run_1/layers.png
(8 px per um) Only two layers are drawn.
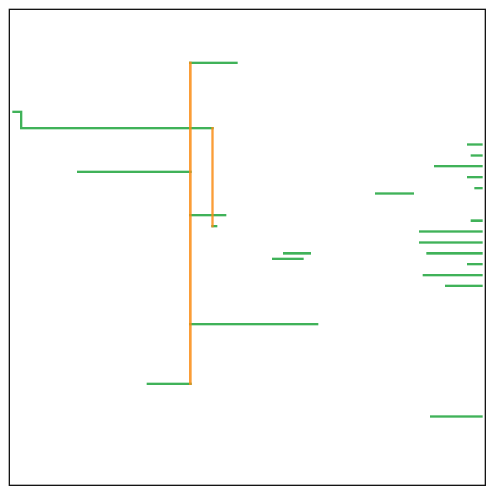
run_1/ff_map.png
(8 px per um) Other sequential cells in the stronger gray, the rest of the logic in the fainter gray.
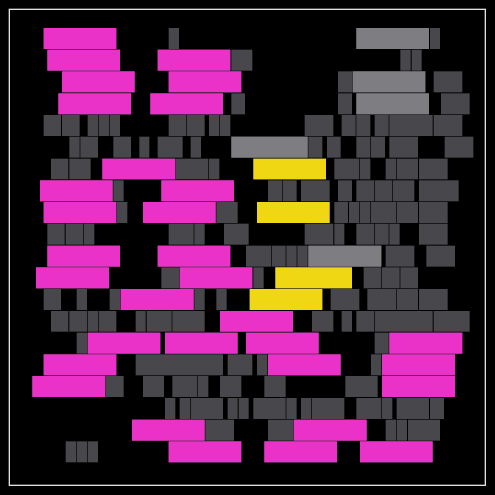
run_1/congestion_map.png
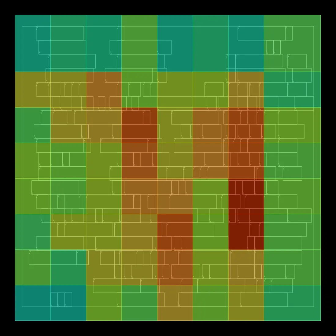
run_1/m1.png
(10 px per um) Supply wires on this layer in gray.
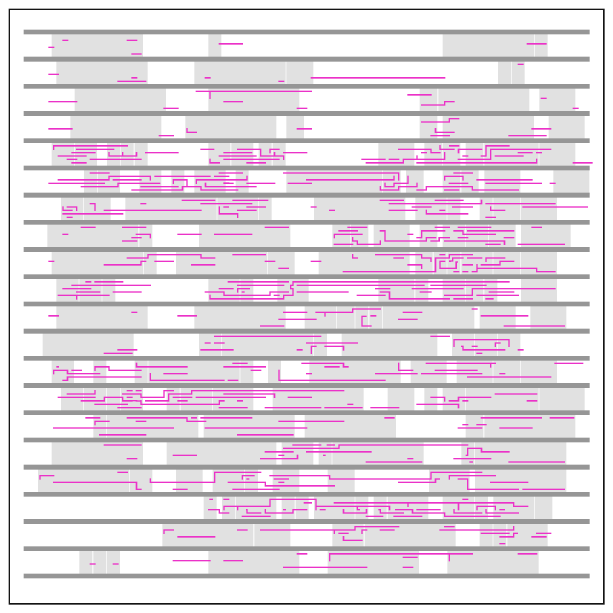
[config.mk]
export PLATFORM = sky130hd
export DESIGN_NAME = jtag_ir_dr
export DESIGN_NICKNAME = d
export VERILOG_FILES = /design/src/rtl/jtag_ir_dr.sv
export SDC_FILE = /design/constraint.sdc
export NUM_CORES = 1
export LEC_CHECK = 0
export CAP_MARGIN = 20
export CORE_UTILIZATION = 55
export DETAILED_ROUTE_END_ITERATION = 10
export GPL_ROUTABILITY_DRIVEN = 1
export PLACE_DENSITY = 0.83
export SLEW_MARGIN = 20
export SYNTH_ARGS = -nofsm -noshare
export SYNTH_HDL_FRONTEND = slang
export SYNTH_SLANG_ARGS = --single-unit
[constraint.sdc]
create_clock -name tclk -period 2.5 [get_ports tclk]
set_input_delay 0.375 -clock tclk [delete_from_list [all_inputs] [get_ports tclk]]
set_output_delay 0.375 -clock tclk [all_outputs]
set_load 0.005 [all_outputs]
[src/rtl/jtag_ir_dr.sv]
`default_nettype none
// ============================================================================
// Module   : jtag_ir_dr
// Purpose  : JTAG instruction register, data-register bank (BYPASS, IDCODE,
//            optional 8-bit USER) and TDO multiplexer. Driven by the one-hot
//            state flags of an upstream TAP controller.
// Ports    : tclk / trst (async, active-low) - test clock and reset
//            tdi                              - serial data in
//            test_logic_reset, capture/shift/update_dr, capture/shift/update_ir
//                                             - TAP state flags
//            user_capture[7:0]                - parallel value captured into USER DR
//            tdo, tdo_en                      - serial data out and its enable
//            ir[IR_WIDTH-1:0]                 - active instruction
//            user_update[7:0], user_update_pulse - USER DR parallel output + strobe
// Config   : JTAG_USER_DR_EN - when defined, builds the USER data register and
//            decodes OP_USER; otherwise OP_USER selects BYPASS and the user
//            outputs are tied low.
// Revision : 1.0 - initial release
// ============================================================================
module jtag_ir_dr #(
  parameter int unsigned         IR_WIDTH   = 4,
  parameter logic [31:0]         IDCODE_VAL = 32'h1000_0A5B,
  parameter logic [IR_WIDTH-1:0] OP_IDCODE  = 4'b0001,
  parameter logic [IR_WIDTH-1:0] OP_USER    = 4'b1000
) (
  input  logic                tclk,
  input  logic                trst,
  input  logic                tdi,
  input  logic                test_logic_reset,
  input  logic                capture_dr,
  input  logic                shift_dr,
  input  logic                update_dr,
  input  logic                capture_ir,
  input  logic                shift_ir,
  input  logic                update_ir,
  input  logic [7:0]          user_capture,
  output logic                tdo,
  output logic                tdo_en,
  output logic [IR_WIDTH-1:0] ir,
  output logic [7:0]          user_update,
  output logic                user_update_pulse
);

  // Value loaded into the IR shift stage on capture: bit0 = 1, bit1 = 0.
  localparam logic [IR_WIDTH-1:0] c_ir_capture = IR_WIDTH'(1);

  logic [IR_WIDTH-1:0] ir_sr_q, ir_sr_d;
  logic [IR_WIDTH-1:0] ir_q, ir_d;
  logic                bypass_q, bypass_d;
  logic [31:0]         id_sr_q, id_sr_d;

  // Single-action-per-edge priority: reset > capture > shift > update,
  // with the IR flag winning over the DR flag at each level.
  logic w_cap_ir, w_cap_dr, w_shf_ir, w_shf_dr, w_upd_ir;
  logic w_no_cap, w_no_shf;
  logic w_sel_idcode, w_sel_user;
  logic w_user_bit0;

  assign w_no_cap = ~test_logic_reset & ~capture_ir & ~capture_dr;
  assign w_no_shf = w_no_cap & ~shift_ir & ~shift_dr;
  assign w_cap_ir = ~test_logic_reset & capture_ir;
  assign w_cap_dr = ~test_logic_reset & ~capture_ir & capture_dr;
  assign w_shf_ir = w_no_cap & shift_ir;
  assign w_shf_dr = w_no_cap & ~shift_ir & shift_dr;
  assign w_upd_ir = w_no_shf & update_ir;

  // Data register selection follows the active instruction every cycle;
  // anything not decoded falls through to BYPASS.
  assign w_sel_idcode = (ir_q == OP_IDCODE);

  always_comb begin
    ir_sr_d  = ir_sr_q;
    ir_d     = ir_q;
    bypass_d = bypass_q;
    id_sr_d  = id_sr_q;
    if (test_logic_reset) begin
      ir_sr_d  = OP_IDCODE;
      ir_d     = OP_IDCODE;
      bypass_d = 1'b0;
      id_sr_d  = '0;
    end else if (w_cap_ir) begin
      ir_sr_d = c_ir_capture;
    end else if (w_cap_dr) begin
      if (w_sel_idcode)     id_sr_d  = IDCODE_VAL;
      else if (!w_sel_user) bypass_d = 1'b0;
    end else if (w_shf_ir) begin
      ir_sr_d = {tdi, ir_sr_q[IR_WIDTH-1:1]};
    end else if (w_shf_dr) begin
      if (w_sel_idcode)     id_sr_d  = {tdi, id_sr_q[31:1]};
      else if (!w_sel_user) bypass_d = tdi;
    end else if (w_upd_ir) begin
      ir_d = ir_sr_q;
    end
  end

  always_ff @(posedge tclk or negedge trst) begin
    if (!trst) begin
      ir_sr_q  <= OP_IDCODE;
      ir_q     <= OP_IDCODE;
      bypass_q <= 1'b0;
      id_sr_q  <= '0;
    end else begin
      ir_sr_q  <= ir_sr_d;
      ir_q     <= ir_d;
      bypass_q <= bypass_d;
      id_sr_q  <= id_sr_d;
    end
  end

`ifdef JTAG_USER_DR_EN
  logic [7:0] user_sr_q, user_sr_d;
  logic [7:0] user_update_q, user_update_d;
  logic       user_pulse_q, user_pulse_d;
  logic       w_upd_dr;

  assign w_upd_dr    = w_no_shf & ~update_ir & update_dr;
  assign w_sel_user  = (ir_q == OP_USER);
  assign w_user_bit0 = user_sr_q[0];

  always_comb begin
    user_sr_d     = user_sr_q;
    user_update_d = user_update_q;
    user_pulse_d  = 1'b0;
    // Test-logic-reset clears the shift stage but keeps the parallel output.
    if (test_logic_reset) begin
      user_sr_d = '0;
    end else if (w_sel_user) begin
      if (w_cap_dr)      user_sr_d = user_capture;
      else if (w_shf_dr) user_sr_d = {tdi, user_sr_q[7:1]};
      else if (w_upd_dr) begin
        user_update_d = user_sr_q;
        user_pulse_d  = 1'b1;
      end
    end
  end

  always_ff @(posedge tclk or negedge trst) begin
    if (!trst) begin
      user_sr_q     <= '0;
      user_update_q <= '0;
      user_pulse_q  <= 1'b0;
    end else begin
      user_sr_q     <= user_sr_d;
      user_update_q <= user_update_d;
      user_pulse_q  <= user_pulse_d;
    end
  end

  assign user_update       = user_update_q;
  assign user_update_pulse = user_pulse_q;
`else
  // USER register not built: OP_USER compares but never selects anything.
  logic w_unused_user_inputs;
  assign w_unused_user_inputs = ^{user_capture, update_dr, (ir_q == OP_USER)};
  assign w_sel_user           = 1'b0;
  assign w_user_bit0          = 1'b0;
  assign user_update          = 8'h00;
  assign user_update_pulse    = 1'b0;
`endif

  // TDO is purely combinational from register outputs so the bit is stable
  // for the whole shift cycle.
  always_comb begin
    tdo = 1'b0;
    if (shift_ir) begin
      tdo = ir_sr_q[0];
    end else if (shift_dr) begin
      if (w_sel_idcode)    tdo = id_sr_q[0];
      else if (w_sel_user) tdo = w_user_bit0;
      else                 tdo = bypass_q;
    end
  end

  assign tdo_en = shift_ir | shift_dr;
  assign ir     = ir_q;

endmodule
`default_nettype wire

==> impl_metrics.yaml, run 1 <==
# implementation run metrics
floorplanning:
  well_tap_count: 44
  design.core.area_mm2: 0.00308
  floorplan.rows: 20
  die_h_um: 59.3
  chipArea_mm2: 0.00352
  ios: 33
  fp_util_pct: 58.7
  die_x_um: 59.3
status:
  status: "complete, no violations"
layout:
  antennaDiodeCount: 0
  logic_gate_count: 102
  post_layout_nonfiller_instances: 226
  layout.clock_buffers: 6
  num-nonclk-inverters: 12
  buffers_excl_clock: 19
  final_common_cell: "dfrtp_1"
  area.sequential_mm2: 0.00103
  area_share_clock_buf_inv_pct: 3.77
  final-nonclk-buf-share_pct: 8.65
  seqAreaFraction_pct: 50.8
  areaGrowthSynthToFinish_pct: 12.1
  biggestCellCategory: "sequential cells"
  finalInstanceArea_mm2: 0.00203
  ff_count: 41
  multiInputGateArea_um2: 646
  final_layout_top_logic_cells: "dfrtp_1 (39), nand2_1 (25), o22ai_1 (15)"
  drive_gt1_share_pct: 14.8
  comb-cell-share_pct: 31.9
  finish.utilization_pct: 65.8
  fin_nets: 199
  filler_cell_count: 252
yosys:
  sequential_cell_area_fraction_in_the_yosys_report_pct: 56.9
  synth_largest_type_area_fraction_pct: 54.0
  ys_ff: 41
  yosysTopAreaCell: "dfrtp_1"
  avgSynthCellArea_um2: 10.7
  synth.yosys.warnings: 0
  ys_cells: 169
  chip_area_from_the_yosys_synthesis_statistics_mm2: 0.00181
  top_cells_by_area: "dfrtp_1 (54%), nand2_1 (5.2%), o22ai_1 (5.2%), o221a_2 (5.0%), o32ai_1 (4.4%)"
  netlist_instances: 169
  netlist_area_mm2: 0.00181
  yosysUniqueCellTypes: 27
final_timing:
  fin_tns_setup_ps: 0
  rsz0062_at_grt: "false"
  worst_slew_margin_rel_pct: 42.9
  tightest_slew_ps: 856
  fin_worst_hold_slack_ps: 118
  skew_ps: 11.7
  finalCriticalPeriod_ps: 2060
  timing_hold_violations_final: 0
  finalCritPeriodShare_pct: 82.6
  timing.final.max_slew_violations: 0
  timing.final.setup_violations: 0
  postLayoutSetupSlackWorst_ps: 436
  max_clock_freq_ghz: 0.484
worst_setup_path:
  crit_arrival_ps: 1690
  reg2reg_slack_ps: 590
  critical_path_class: "flop to output pin"
  startpoint_type: "flop"
  rr_startpoint: "ir[0]"
  cp.required_ps: 2120
  worstSetupEndpoint: "tdo"
  crit_path_end_kind: "output pin"
  worstReg2RegEnd: "id_sr_q[9]"
  path_max_fanout: 4
  worst_r2r_path_depth: 4
  cp-startpoint: "ir[0]"
global_routing:
  vias_in_the_first_global_route: 1297
  grt_antenna_before_repair: 0
  globalRoute.totalOverflow: 0
  grt_max_degree: 42
  grt_first_pass_wirelength_um: 5580
clock_tree:
  cts_root_buf: "clkbuf_4"
  clkSlewWorstSetupHoldPaths_ps: 120
  cts_max_path_buffers: 2
  tritoncts_num_sinks: 41
  clk-insertion-delay-late_ps: 350
  tritoncts.num_buffers: 5
  hold_buffers: 0
  clock_h_tree_levels: 2
  tritoncts: "done"
  postCtsResizedCells: 1
  post_cts_buffers: 0
routing:
  drt_pass1_iterations: 4
  post_drt_via_cell_ratio: 5.65
  route.final.wire_length_um: 3190
  drc_marker_count_from_the_first_detailed_route_iteration: 68
  routedLengthMet1_um: 1360
  top_layer_used: "met4"
  wl_per_cell_um: 14.1
  antenna_violating_nets_post_route: 0
  drt_drc_violations_left: 0
  met2_wirelength_um: 1640
  met3_wl_um: 137
  via_count: 1277
power_and_ir_drop:
  power_density_mw_per_mm2: 589
  report.power.total_w: 0.00119
  total_leakage_power_nw: 0.882
  ir_worst_vdd_uv: 404
job:
  openroad.warnings: 35
  max_capacitance_violation_total: 0
placed_design:
  port-buffer-count: 14
  place_area_mm2: 0.00194
  hpwlAfterDp_um: 2190
  dpl.cell_count: 218
  gp_routability_congestion: 0.801
  pre_cts_ws_ps: 290
worst_hold_path:
  worst_min_delay_path_category: "input port to async pin"
-- layers.png (at the start) --
- green: M3 (wire length 138 um)
- orange: M4 (wire length 52.4 um)

-- ff_map.png (at the start) --
- magenta: id_sr_q (placed flops 32; where all over the die)
- yellow: ir_sr_q (placed flops 4; where center)

-- congestion_map.png (at the start) --
met1 demand-to-capacity share in global routing: 24.6%
total global-route track usage: 21.8%

-- m1.png (at the start) --
- main direction: horizontal
- wire length on this layer: 1360 um
- nets with wire on the layer: 169

-- run 1: where the power goes --
| group | total [W] | internal [W] | leakage, nW | switching (W) |
|---|---|---|---|---|
| Combinational | 0.000101 | 0.0000394 | 0.282 | 0.0000616 |
| Clock | 0.000409 | 0.000210 | 0.0422 | 0.000200 |
| Sequential | 0.000683 | 0.000676 | 0.558 | 0.00000720 |
-- run 1: cells by family (layout without fill, tap and decap cells) --
logic type      Yosys count  after routing  share of synthesized area, %
other cells               1              9                         0.208
simple gates             44             44                          11.9
flops                    41             41                          56.9
compound gates           44             44                          18.8
mux                       5              5                          2.77
buf+inv                  34             39                          9.35
-- run 1: cell usage after synthesis --
cell / number
nor3_1: 3
o22ai_1: 15
a21oi_1: 4
o32ai_1: 9
dfrtp_1: 39
nor2b_1: 1
a211oi_4: 1
or2_2: 1
conb_1: 1
o21ai_0: 5
buf_2: 3
mux2i_1: 5
nand2b_1: 1
nand3_1: 4
o221a_2: 8
buf_4: 10
nor4_1: 1
nand2_1: 25
or4b_4: 1
or4_1: 1
and2_1: 1
nor4b_1: 3
dfstp_2: 2
nor2_1: 2
a31oi_1: 2
clkbuf_1: 9
inv_1: 12
-- run 1: worst max-delay path, cell delays in order (launching register included) --
cell and delay (ps):
dfstp_2 570, nor4b_2 190, buf_4 170, mux2i_1 170, o21ai_0 100, dlymetal6s2s_1 160
-- run 1: sequential cells by signal, summed over array words and instances (netlist names) --
| name | cells |
|---|---|
| id_sr_q | 32 |
| bypass_q | 1 |
| ir | 4 |
| ir_sr_q | 4 |
-- run 1: metal layers --
| metal | global-route usage, % | vias up |
|---|---|---|
| met5 | 0 | - |
| met1 | 24.6 | 632 |
| met2 | 38.7 | 25 |
| met3 | 6.11 | 7 |
| li1 | - | 613 |
| met4 | 8.84 | 0 |
==> run 1 -> run 2 <==
- CORE_UTILIZATION: 55 -> 51
- PLACE_DENSITY: 0.83 -> 0.78
- clock period: 2.5 -> 1.9 ns (I/O delays scaled with it)
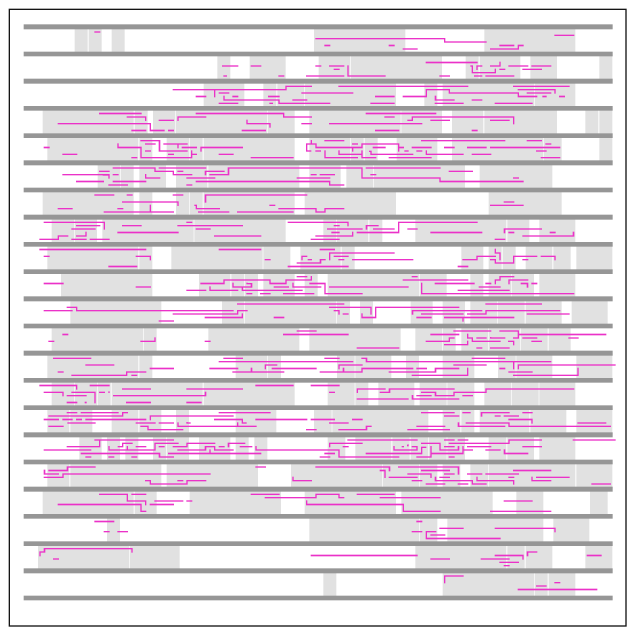
run_2/m1.png
(10 px per um) Supply wires on this layer in gray.
- share of all routed wire: 43%
- wire length on this layer: 1560 um
- nets with wire on the layer: 183

==> run 2 against run 1 <==
Net effect: sequential power is 32% higher; routed wire length is 15% higher; worst hold slack gained 400 ps; first-iteration DRC count rose by 32%; count of clock-buffer cells in the layout is 1 higher; clock skew down 2.9 ps; largest cell class unchanged; register-to-register slack got worse by 570 ps.
==> impl_metrics.yaml, run 2 <==
# implementation run metrics
status:
  status: "complete, no violations"
final_timing:
  timing.final.max_slew_violations: 0
  finalCriticalPeriod_ps: 1890
  timing.final.setup_violations: 0
  timing_hold_violations_final: 0
  skew_ps: 8.77
  finalCritPeriodShare_pct: 99.7
  max_clock_freq_ghz: 0.528
  fin_worst_hold_slack_ps: 515
  fin_tns_setup_ps: 0
  rsz0062_at_grt: "true"
yosys:
  top_cells_by_area: "dfrtp_1 (54%), nand2_1 (5.2%), o22ai_1 (5.2%), o221a_2 (5.0%), o32ai_1 (4.4%)"
  ys_cells: 169
  enable_flop_cells: 0
  netlist_area_mm2: 0.00181
  chip_area_from_the_yosys_synthesis_statistics_mm2: 0.00181
  netlist_instances: 169
  synth_largest_type_area_fraction_pct: 54.0
  yosysUniqueCellTypes: 27
  ys_ff: 41
  top_cell: "dfrtp_1"
  synth-async-reset-ratio_pct: 100
  avgSynthCellArea_um2: 10.7
  sequential_cell_area_fraction_in_the_yosys_report_pct: 56.9
  most_frequent_cells_after_synthesis: "dfrtp_1 (39), nand2_1 (25), o22ai_1 (15), inv_1 (12), buf_4 (10)"
  yosysTopAreaCell: "dfrtp_1"
  synth.yosys.warnings: 0
  ys.flop_type: "dfrtp_1"
global_routing:
  grt_use_met1_pct: 26.7
  grt_antenna_before_repair: 0
  top_usage_layer: "met2"
  grt_first_pass_wirelength_um: 5640
  globalRoute.totalOverflow: 0
  gr-usage-met3_pct: 6.30
  gr-usage-met2_pct: 34.9
  global_route.usage.total_pct: 21.0
  grt_max_degree: 42
  vias_in_the_first_global_route: 1280
worst_setup_path:
  critical_path_class: "flop to output pin"
  path_max_fanout: 2
  reg2reg_slack_ps: 20
  worst_r2r_path_depth: 6
  cp.required_ps: 1620
  rr_startpoint: "ir[0]"
  worstReg2RegEnd: "id_sr_q[7]"
  crit_arrival_ps: 1610
  cp-startpoint: "ir[0]"
  crit_path_end_kind: "output pin"
  worstSetupEndpoint: "tdo"
  startpoint_type: "flop"
routing:
  post_drt_via_cell_ratio: 5.68
  route.final.wire_length_um: 3660
  top_layer_used: "met4"
  drt_drc_violations_left: 0
  met3_wl_um: 157
  drc_marker_count_from_the_first_detailed_route_iteration: 90
  wl_per_cell_um: 14.9
  antenna_violating_nets_post_route: 0
  met2_wirelength_um: 1930
  routedLengthMet1_um: 1560
  drt_pass1_iterations: 4
  via_count: 1398
power_and_ir_drop:
  total_leakage_power_nw: 1.00
  ir_worst_vdd_uv: 546
  power_density_mw_per_mm2: 739
  report.power.total_w: 0.00165
layout:
  area.sequential_mm2: 0.00103
  finalInstanceArea_mm2: 0.00224
  largest_reg_flops: 32
  final_common_cell: "dfrtp_1"
  filler_cell_count: 268
  antennaDiodeCount: 0
  fin_nets: 217
  drive_gt1_share_pct: 22.5
  top_register: "id_sr_q"
  multiInputGateArea_um2: 654
  final_layout_top_logic_cells: "dfrtp_1 (39), nand2_1 (25), buf_4 (18)"
  areaGrowthSynthToFinish_pct: 23.8
clock_tree:
  tritoncts: "done"
  tritoncts_num_sinks: 41
  clk-insertion-delay-late_ps: 340
  clkSlewWorstSetupHoldPaths_ps: 110
  cts_root_buf: "clkbuf_4"
  cts_max_path_buffers: 2
  clock_h_tree_levels: 2
  tritoncts.num_buffers: 5
worst_hold_path:
  worst_min_delay_path_category: "input port to async pin"
job:
  openroad.warnings: 36
  max_capacitance_violation_total: 0
placed_design:
  port-buffer-count: 14
  place_area_mm2: 0.00207
  gp_routability_congestion: 0.875
  hpwlAfterDp_um: 2270
floorplanning:
  die_x_um: 61.5
  chipArea_mm2: 0.00378
  die_h_um: 61.5
  design.core.area_mm2: 0.00336
  ios: 33
  floorplan.rows: 21
  fp_util_pct: 53.7
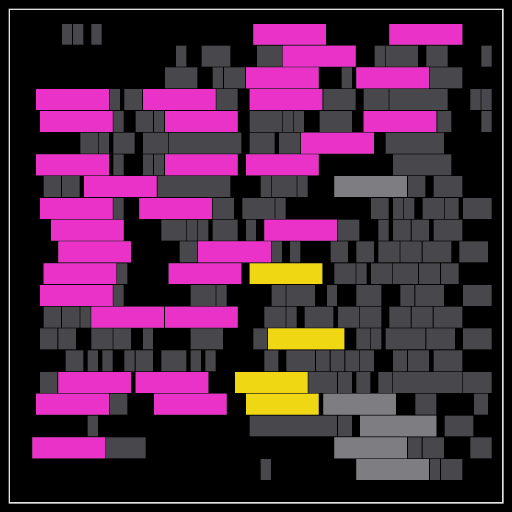
run_2/ff_map.png
(8 px per um) Other sequential cells in the stronger gray, the rest of the logic in the fainter gray.
- magenta: id_sr_q (placed flops 32)
- yellow: ir_sr_q (placed flops 4)

## run 2: cell counts after synthesis
Identical to the previous run, type by type.
## run 2: kinds of logic after synthesis
family                 count (synthesis)  share of synthesized area (%)
AOI/OAI and AO/OA                     44                           18.8
other                                  1                          0.208
muxes                                  5                           2.77
DFF                                   41                           56.9
buffers and inverters                 34                           9.35
and+or+nand+nor                       44                           11.9
## run 2: worst min path at each step
stage,startpoint,to,cells after the start
CTS,trst,id_sr_q[8],3
finish,trst,id_sr_q[12],3
floorplan,trst,bypass_q,0
detailed placement,trst,ir[1],2
global route,id_sr_q[3],id_sr_q[2],2
global placement,trst,ir[1],2
## run 2: repair_timing
item	4_1_cts	5_1_grt
endpoints found under the setup margin	1	9
pin swaps	1	1
gates resized	7	0
gates cloned	0	2
hold buffers	1	0
endpoints found under the hold margin	23	0
setup buffers	1	1
## run 2: cell type report
cell class | instances | share of cell area [%]
clock buffer | 7 | 2.46
timing repair buffer | 37 | 16.3
inverter | 12 | 2.01
tap | 46 | 2.57
multi-input combinational | 102 | 29.3
clock inverter | 1 | 1.34
sequential | 41 | 46.0
## run 2: metrics by stage
| stage | utilization (%) | setup slack, ps | cells |
|---|---|---|---|
| floorplan | - | 182 | 177 |
| global placement | 61.4 | -44.2 | 233 |
| detailed placement | 61.4 | -75.8 | 233 |
| CTS | 64.8 | 21.1 | 243 |
| global route | 66.5 | -56.9 | 246 |
| finish | 66.5 | 6.20 | 246 |
## run 2: worst max-delay path, cell delays in order, from the launching register on
cell and delay [ps]:
dfstp_2 550, nor4b_4 180, buf_4 160, mux2i_1 190, o21ai_1 80, buf_2 130
## run 2: power by group
group          internal [W]  switching, W
Clock              0.000314      0.000265
Combinational     0.0000824     0.0000913
Sequential         0.000889    0.00000962
Power is estimated from default activity; no workload was simulated.
